==> src/rtl/tow_pkg.sv <==
// Shared types and constants for the tug-of-war round/match controller.
package tow_pkg;

    typedef enum logic [1:0] {
        PLAY = 2'd0,
        HOLD = 2'd1,
        DONE = 2'd2
    } tow_state_t;

    localparam int SCORE_W = 3;

    localparam logic [1:0] WIN_NONE = 2'b00;
    localparam logic [1:0] WIN_L    = 2'b01;
    localparam logic [1:0] WIN_R    = 2'b10;

endpackage

==> src/rtl/key_conditioner.sv <==
// Synchronizes one raw player key and emits a single-cycle pulse per press.
module key_conditioner (
    input  logic clk,
    input  logic reset,
    input  logic raw,
    output logic pulse
);

    logic       sync1_q;
    logic       sync2_q;
    logic       prev_q;
    logic       armed_q;
    logic [1:0] vld_q;

    // NOTE: non-blocking assignments make every stage take the previous stage's old value.
    always_ff @(posedge clk) begin
        if (reset) begin
            sync1_q <= 1'b0;
            sync2_q <= 1'b0;
            prev_q  <= 1'b0;
            armed_q <= 1'b0;
            vld_q   <= 2'b00;
        end else begin
            sync1_q <= raw;
            sync2_q <= sync1_q;
            prev_q  <= sync2_q;
            vld_q   <= {vld_q[0], 1'b1};
            // Arm only after a genuine released sample, so a key held through reset stays silent.
            if (vld_q[1] && !sync2_q) begin
                armed_q <= 1'b1;
            end
        end
    end

    assign pulse = armed_q & sync2_q & ~prev_q;

endmodule

==> src/rtl/tow_referee.sv <==
// Round/match controller: gates key pulses, detects round wins, keeps scores, drives game_over.
module tow_referee
    import tow_pkg::*;
#(
    parameter int HOLD_CYCLES = 4,
    parameter int MAX_SCORE   = 7
) (
    input  logic               clk,
    input  logic               reset,
    input  logic               key_l_raw,
    input  logic               key_r_raw,
    input  logic               edge_l,
    input  logic               edge_r,
    output logic               L,
    output logic               R,
    output logic               game_over,
    output logic [SCORE_W-1:0] score_l,
    output logic [SCORE_W-1:0] score_r,
    output logic [1:0]         winner,
    output logic               match_over
);

    localparam int                   HOLD_W    = $clog2(HOLD_CYCLES + 1);
    localparam logic [HOLD_W-1:0]    HOLD_LOAD = HOLD_W'(HOLD_CYCLES - 1);
    localparam logic [SCORE_W-1:0]   MAX_S     = SCORE_W'(MAX_SCORE);

    tow_state_t         state_q;
    logic [HOLD_W-1:0]  hold_q;
    logic [SCORE_W-1:0] score_l_q;
    logic [SCORE_W-1:0] score_r_q;
    logic [1:0]         winner_q;
    logic               game_over_q;
    logic               match_over_q;

    logic pulse_l;
    logic pulse_r;
    logic win_l;
    logic win_r;
    logic max_l;
    logic max_r;

    key_conditioner u_key_l (
        .clk   (clk),
        .reset (reset),
        .raw   (key_l_raw),
        .pulse (pulse_l)
    );

    key_conditioner u_key_r (
        .clk   (clk),
        .reset (reset),
        .raw   (key_r_raw),
        .pulse (pulse_r)
    );

    // Presses outside PLAY are dropped here, never queued.
    assign L     = pulse_l & (state_q == PLAY);
    assign R     = pulse_r & (state_q == PLAY);
    assign win_l = edge_l & L & ~R;
    assign win_r = edge_r & R & ~L;
    assign max_l = (score_l_q == MAX_S);
    assign max_r = (score_r_q == MAX_S);

    always_ff @(posedge clk) begin
        if (reset) begin
            state_q      <= PLAY;
            hold_q       <= '0;
            score_l_q    <= '0;
            score_r_q    <= '0;
            winner_q     <= WIN_NONE;
            game_over_q  <= 1'b0;
            match_over_q <= 1'b0;
        end else begin
            case (state_q)
                PLAY: begin
                    if (win_l) begin
                        score_l_q   <= score_l_q + 1'b1;
                        hold_q      <= HOLD_LOAD;
                        game_over_q <= 1'b1;
                        state_q     <= HOLD;
                    end else if (win_r) begin
                        score_r_q   <= score_r_q + 1'b1;
                        hold_q      <= HOLD_LOAD;
                        game_over_q <= 1'b1;
                        state_q     <= HOLD;
                    end
                end
                HOLD: begin
                    if (hold_q == '0) begin
                        if (max_l || max_r) begin
                            state_q      <= DONE;
                            match_over_q <= 1'b1;
                            winner_q     <= max_l ? WIN_L : WIN_R;
                        end else begin
                            state_q     <= PLAY;
                            game_over_q <= 1'b0;
                        end
                    end else begin
                        hold_q <= hold_q - 1'b1;
                    end
                end
                DONE: begin
                    state_q <= DONE;
                end
                default: begin
                    state_q <= PLAY;
                end
            endcase
        end
    end

    assign game_over  = game_over_q;
    assign match_over = match_over_q;
    assign winner     = winner_q;
    assign score_l    = score_l_q;
    assign score_r    = score_r_q;

endmodule

==> config.mk <==
export PLATFORM = sky130hd
export DESIGN_NAME = tow_referee
export DESIGN_NICKNAME = d
export VERILOG_FILES = /design/src/rtl/tow_pkg.sv /design/src/rtl/key_conditioner.sv /design/src/rtl/tow_referee.sv
export SDC_FILE = /design/constraint.sdc
export NUM_CORES = 1
export LEC_CHECK = 0
export ABC_AREA = 1
export CORE_ASPECT_RATIO = 1.5
export CORE_UTILIZATION = 26
export CTS_CLUSTER_SIZE = 12
export DETAILED_ROUTE_END_ITERATION = 12
export GPL_ROUTABILITY_DRIVEN = 0
export PLACE_DENSITY = 0.49
export SLEW_MARGIN = 0
export SYNTH_ARGS = -nofsm -noshare
export SYNTH_HDL_FRONTEND = slang
export SYNTH_SLANG_ARGS = --single-unit
==> constraint.sdc <==
create_clock -name clk -period 1.7 [get_ports clk]
set_input_delay 0.34 -clock clk [delete_from_list [all_inputs] [get_ports clk]]
set_output_delay 0.34 -clock clk [all_outputs]
set_load 0.02 [all_outputs]
Figure 1. Wiring heat map (run 1).
The die is cut into 11 by 16 equal tiles; dark blue is low, red is high, scaled to the fullest tile. Values are wire area over tile area, all layers added.
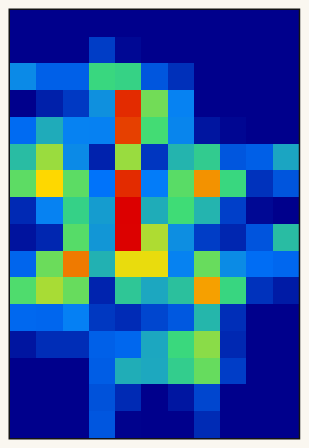
The mean over all tiles is 0.068. The densest ninth of the die: centre. 16% of the tiles are over half the peak. 34% of the tiles are nearly empty.

Figure 2. Signal wires by layer (run 1).
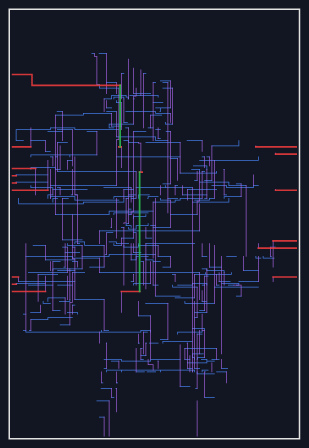
Key: green = metal 4 [wire length 34.0 um]; red = metal 3 [wire length 81.4 um]; blue = metal 1 [wire length 864 um]; purple = metal 2 [wire length 898 um]

Figure 3. Clock wiring as the flow saved it (run 1).
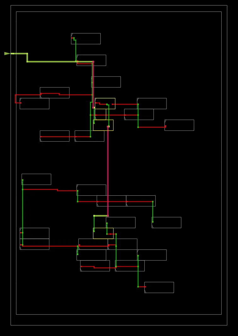
Seq cells: 25
Clk. pwr: 353 uW
TritonCTS buffer count: 3
clock buffer count in the final layout: 3

==> reports/qor.yml, run 1 <==
outcome:
  status: "complete, no violations"
synthesis:
  xor_share_pct: 0.821
  yosysChipArea_um2: 1070
  synth_top_cell_by_count: "nor2_1"
  top_logic_kind: "simple AND/OR/NAND/NOR gates"
  ys_ff: 25
  synth_area_per_cell_um2: 8.09
  synth_area_um2: 1070
  yosys.area.top_type_share_pct: 46.9
  syn_nets: 144
  ys.flop_type: "dfxtp_1"
  async_flop_share_pct: 0
  yosys.area.top_type: "dfxtp_1"
  ys_sh_adder_pct: 7.03
  yosysCellCount: 132
  ys_seq_share_pct: 46.9
global_routing:
  grt_max_degree: 16
  antenna_found_initial: 0
  use_met1_pct: 12.7
  use_met3_pct: 1.89
  first_global_vias: 834
  grt.overflow.total: 0
  grt_use_total_pct: 10.4
routing:
  vias: 842
  top_layer: "met4"
  route.detailed.drc: 0
  drt-met1-wl_um: 863
  via_per_inst: 4.27
  routedWlPerCell_um: 9.52
sta:
  fin_crit_sh_pct: 94.1
  hold_violations: 0
  relSlewSlack_pct: 80.6
  worstMarginPinSlew_ns: 0.291
  skew_ns: 0.00412
  drv_slew: 0
  setup_viol: 0
  finalSetupTns_ns: 0
floorplanning:
  taps: 45
  die_y_um: 80.5
  die_w_um: 54.3
  coreArea_um2: 3920
  io-pin-count: 18
cells_and_area:
  drive_above_1_share_pct: 13.8
  fill_cells: 437
  clk_share_pct: 3.64
  final_layout_top_logic_cells: "nor2_1 (27), dfxtp_1 (25), inv_1 (23), clkdlybuf4s50_1 (15), nand2_1 (11)"
  n_antenna_cell: 0
  n_all_buffers: 18
  comb_area_share_pct: 34.4
  seq_area_share_pct: 37.4
  inv_count: 26
  area_delta_synth_final_pct: 25.4
  ff_latch_area_um2: 500
worst_setup_path:
  arrival_ns: 1.26
  cp-end-kind: "output pin"
  crit_family: "buffers and inverters"
  required_ns: 1.36
clock_tree:
  post_cts_buffers: 0
  cts_resized: 2
  insertion_delay_ns: 0.27
  worst_setup_hold_path_clk_slew_ns: 0.09
  cts_hold_buf: 0
pwr:
  p_leak_uw: 0.000629
  ir_drop_mv: 0.571
hold_path:
  hold_path_class: "register to register"
run:
  warning_count: 27
==> run 1: where the power goes <==
part           switching [uW]  internal [uW]
combinational            37.0           30.8
sequential               8.85            601
clock                     187            166
total                     232            797
==> run 1: final timing paths <==
| kind | slack (ns) | to | startpoint | cells past startpoint |
|---|---|---|---|---|
| worst max-delay path | 0.10 | score_l[2] | score_l[2]$_SDFFE_PP0P_ | 1 |
| worst max register to register | 0.13 | game_over$_SDFFE_PP0P_ | score_l[0]$_SDFFE_PP0P_ | 7 |
| worst min register to register | 0.41 | u_key_r.sync2_q$_SDFF_PP0_ | u_key_r.sync1_q$_SDFF_PP0_ | 2 |
| worst min-delay path | 0.41 | u_key_r.sync2_q$_SDFF_PP0_ | u_key_r.sync1_q$_SDFF_PP0_ | 2 |
==> run 1: sequential cells by signal, indices dropped and copies added, names as in the netlist <==
register         flops
game_over            1
hold_q               3
match_over           1
score_l              3
score_r              3
state_q              2
u_key_l.armed_q      1
u_key_l.prev_q       1
u_key_l.sync1_q      1
u_key_l.sync2_q      1
u_key_l.vld_q        1
u_key_r.armed_q      1
u_key_r.prev_q       1
u_key_r.sync1_q      1
u_key_r.sync2_q      1
u_key_r.vld_q        1
winner               2
==> run 1: per-stage QoR <==
step                std cells  power (uW)  hold slack (ns)  setup slack [ns]  util [%]
finish                    197        1030            0.409             0.100      34.1
global placement          193         691            0.391             0.107      32.9
detailed placement        193         693            0.401            0.0586      32.9
global route              197        1080            0.420            0.0352      34.1
floorplan                 132         664            0.388             0.130         -
CTS                       197        1050            0.414            0.0881      34.1
Figure 4. Selected gate families (run 1).
Bar = 20 um.
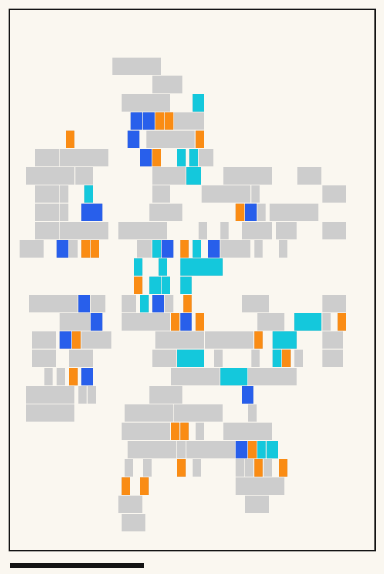

==> inputs of run 2 (changes only) <==
Settings changed: ABC_CLOCK_PERIOD_IN_PS set to 1650, GPL_ROUTABILITY_DRIVEN 0 to 1.
Clock period 1.7 ns to 1.65 ns, I/O delays scaled along.
Figure 5. Selected gate families (run 2).
Bar = 20 um.
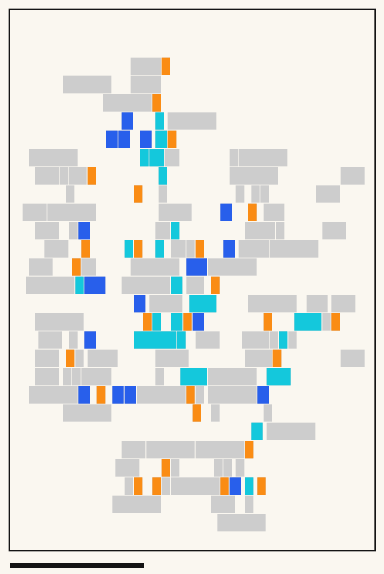
Key: orange = inverters [cells 26, most used inv_1]; blue = inverting AOI/OAI gates [cells 17, most used o21ai_0]; cyan = NAND gates [cells 21, most used nand2_1]

==> reports/qor.yml, run 2 <==
cells_and_area:
  comb_area_share_pct: 34.4  # +0.055 points
  n_all_buffers: 19  # +1
  ff_latch_area_um2: 500  # unchanged
  inv_count: 26  # unchanged
  flops: 25  # unchanged
  seq_area_share_pct: 37.1  # -0.24 points
  final_layout_top_logic_cells: "nor2_1 (27), dfxtp_1 (25), inv_1 (23), clkdlybuf4s50_1 (15), nand2_1 (11)"
  clk_share_pct: 3.34  # -0.30 points
  logic_area_um2: 464
  fill_cells: 442  # +1.1%
  utilization_pct: 34.3  # +0.22 points
  area_delta_synth_final_pct: 26.3
  n_antenna_cell: 0  # unchanged
  n_clock_buffer: 4  # +1
  drive_above_1_share_pct: 14.4  # +0.56 points
synthesis:
  synth_top_cell_by_count: "nor2_1"
  edf_count: 0
  yosysChipArea_um2: 1070  # unchanged
  yosys.area.top_type_share_pct: 46.9  # unchanged
  ys.flop_type: "dfxtp_1"
  ys_seq_share_pct: 46.9  # unchanged
  syn_nets: 144  # unchanged
  synth_area_per_cell_um2: 8.09  # unchanged
  ys_ff: 25  # unchanged
  yosysCellCount: 132  # unchanged
  yosys.area.top_type: "dfxtp_1"
  async_flop_share_pct: 0  # unchanged
worst_setup_path:
  required_ns: 1.32  # -0.04 ns
  cp-endpoint: "score_r[0]"
  arrival_ns: 1.26  # about the same
  r2r_slack_ns: 0.13  # about the same
  crit_family: "buffers and inverters"
  timing.rr.end: "game_over$_SDFFE_PP0P_"
  crit_cells: 1  # unchanged
  cp-end-kind: "output pin"
  r2r_cells: 7  # unchanged
  r2r_start: "score_l[0]$_SDFFE_PP0P_"
  crit_start: "score_r[0]$_SDFFE_PP0P_"
global_routing:
  use_met1_pct: 13.1  # +0.39 points
  first_global_vias: 825  # -1.1%
  grt.overflow.total: 0  # unchanged
  use_met3_pct: 1.70  # -0.19 points
  grt_use_total_pct: 10.9  # +0.47 points
  antenna_found_initial: 0  # unchanged
  grt_max_degree: 15  # -1
clock_tree:
  worst_setup_hold_path_clk_slew_ns: 0.08  # about the same
  numCtsBuffers: 3  # unchanged
  insertion_delay_ns: 0.26  # about the same
  cts_root_buf: "clkbuf_8"
routing:
  via_per_inst: 4.24  # -0.86%
  wl_mm: 1.94
  routedWlPerCell_um: 9.78  # +2.7%
  drt-met1-wl_um: 918  # +6.4%
  vias: 839  # -0.36%
  top_layer: "met4"
sta:
  hold_ws_ns: 0.403  # -0.00653 ns
  hold_violations: 0  # unchanged
  fin_crit_sh_pct: 96.2
  skew_ns: 0.00345  # -0.000675 ns
  worstMarginPinSlew_ns: 0.293  # +0.00180 ns
  drv_slew: 0  # unchanged
  relSlewSlack_pct: 80.5  # -0.12 points
floorplanning:
  taps: 45  # unchanged
  die_w_um: 54.3  # unchanged
  die_y_um: 80.5  # unchanged
  io-pin-count: 18  # unchanged
  chip_area_um2: 4370
  coreArea_um2: 3920  # unchanged
placed_design:
  port_buffers: 17
pwr:
  p_leak_uw: 0.000632  # +0.36%
  ir_drop_mv: 0.360  # -37%
outcome:
  status: "complete, no violations"
run:
  warning_count: 28  # +3.7%
hold_path:
  hold_path_class: "register to register"
Figure 6. Wiring heat map (run 2).
The die is cut into 11 by 16 equal tiles; dark blue is low, red is high, scaled to the fullest tile. Values are wire area over tile area, all layers added.
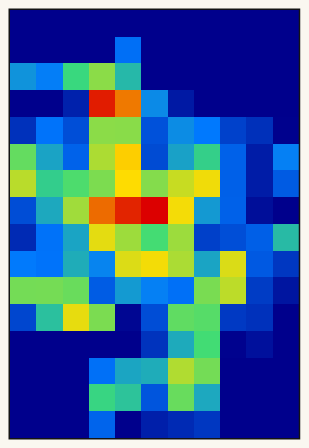
36% of the tiles are nearly empty. The densest ninth of the die: centre. 23% of the tiles are over half the peak. The emptiest ninth of the die: north-east.

## run 2: report_power, final
group	total, uW	switching [uW]	internal [uW]
Sequential	628	9.45	619
Clock	352	180	172
Combinational	69.4	37.7	31.7
## run 2: how the worst min path moves through the flow
stage	startpoint	end	slack, ns	depth (start not counted)
2_1_floorplan	u_key_l.sync1_q$_SDFF_PP0_	u_key_l.sync2_q$_SDFF_PP0_	0.39	2
3_3_place_gp	u_key_l.vld_q[0]$_DFF_P_	u_key_r.vld_q[1]$_SDFF_PP0_	0.39	2
3_5_place_dp	u_key_l.vld_q[0]$_DFF_P_	u_key_r.vld_q[1]$_SDFF_PP0_	0.39	2
4_1_cts	u_key_l.vld_q[0]$_DFF_P_	u_key_r.vld_q[1]$_SDFF_PP0_	0.40	2
5_1_grt	u_key_r.sync1_q$_SDFF_PP0_	u_key_r.sync2_q$_SDFF_PP0_	0.43	2
6_report	u_key_l.vld_q[0]$_DFF_P_	u_key_r.vld_q[1]$_SDFF_PP0_	0.40	2
## run 2: repair_timing
item / in CTS / in global routing
gates cloned: 0 / 0
resized: 2 / 2
hold buffers: 0 / 0
endpoints found under the setup margin: 2 / 2
## run 2: logic make-up after synthesis
logic type	count (synthesis)	synth area share, %
fa+ha+maj	6	7.03
xor+xnor	1	0.821
simple gates	55	27.0
flops	25	46.9
compound gates	17	8.32
buf+inv	28	9.96
## run 2: per-stage QoR
| step | setup TNS [ns] | cells | power (uW) | worst slack, ns |
|---|---|---|---|---|
| floorplan | 0 | 132 | 684 | 0.0802 |
| global placement | 0 | 194 | 712 | 0.0849 |
| detailed placement | 0 | 194 | 714 | 0.0386 |
| CTS | 0 | 198 | 1080 | 0.0445 |
| global route | -0.00400 | 198 | 1110 | -0.00307 |
| finish | 0 | 198 | 1050 | 0.0624 |
No activity file was given, so power comes from the tool's default toggle rates.
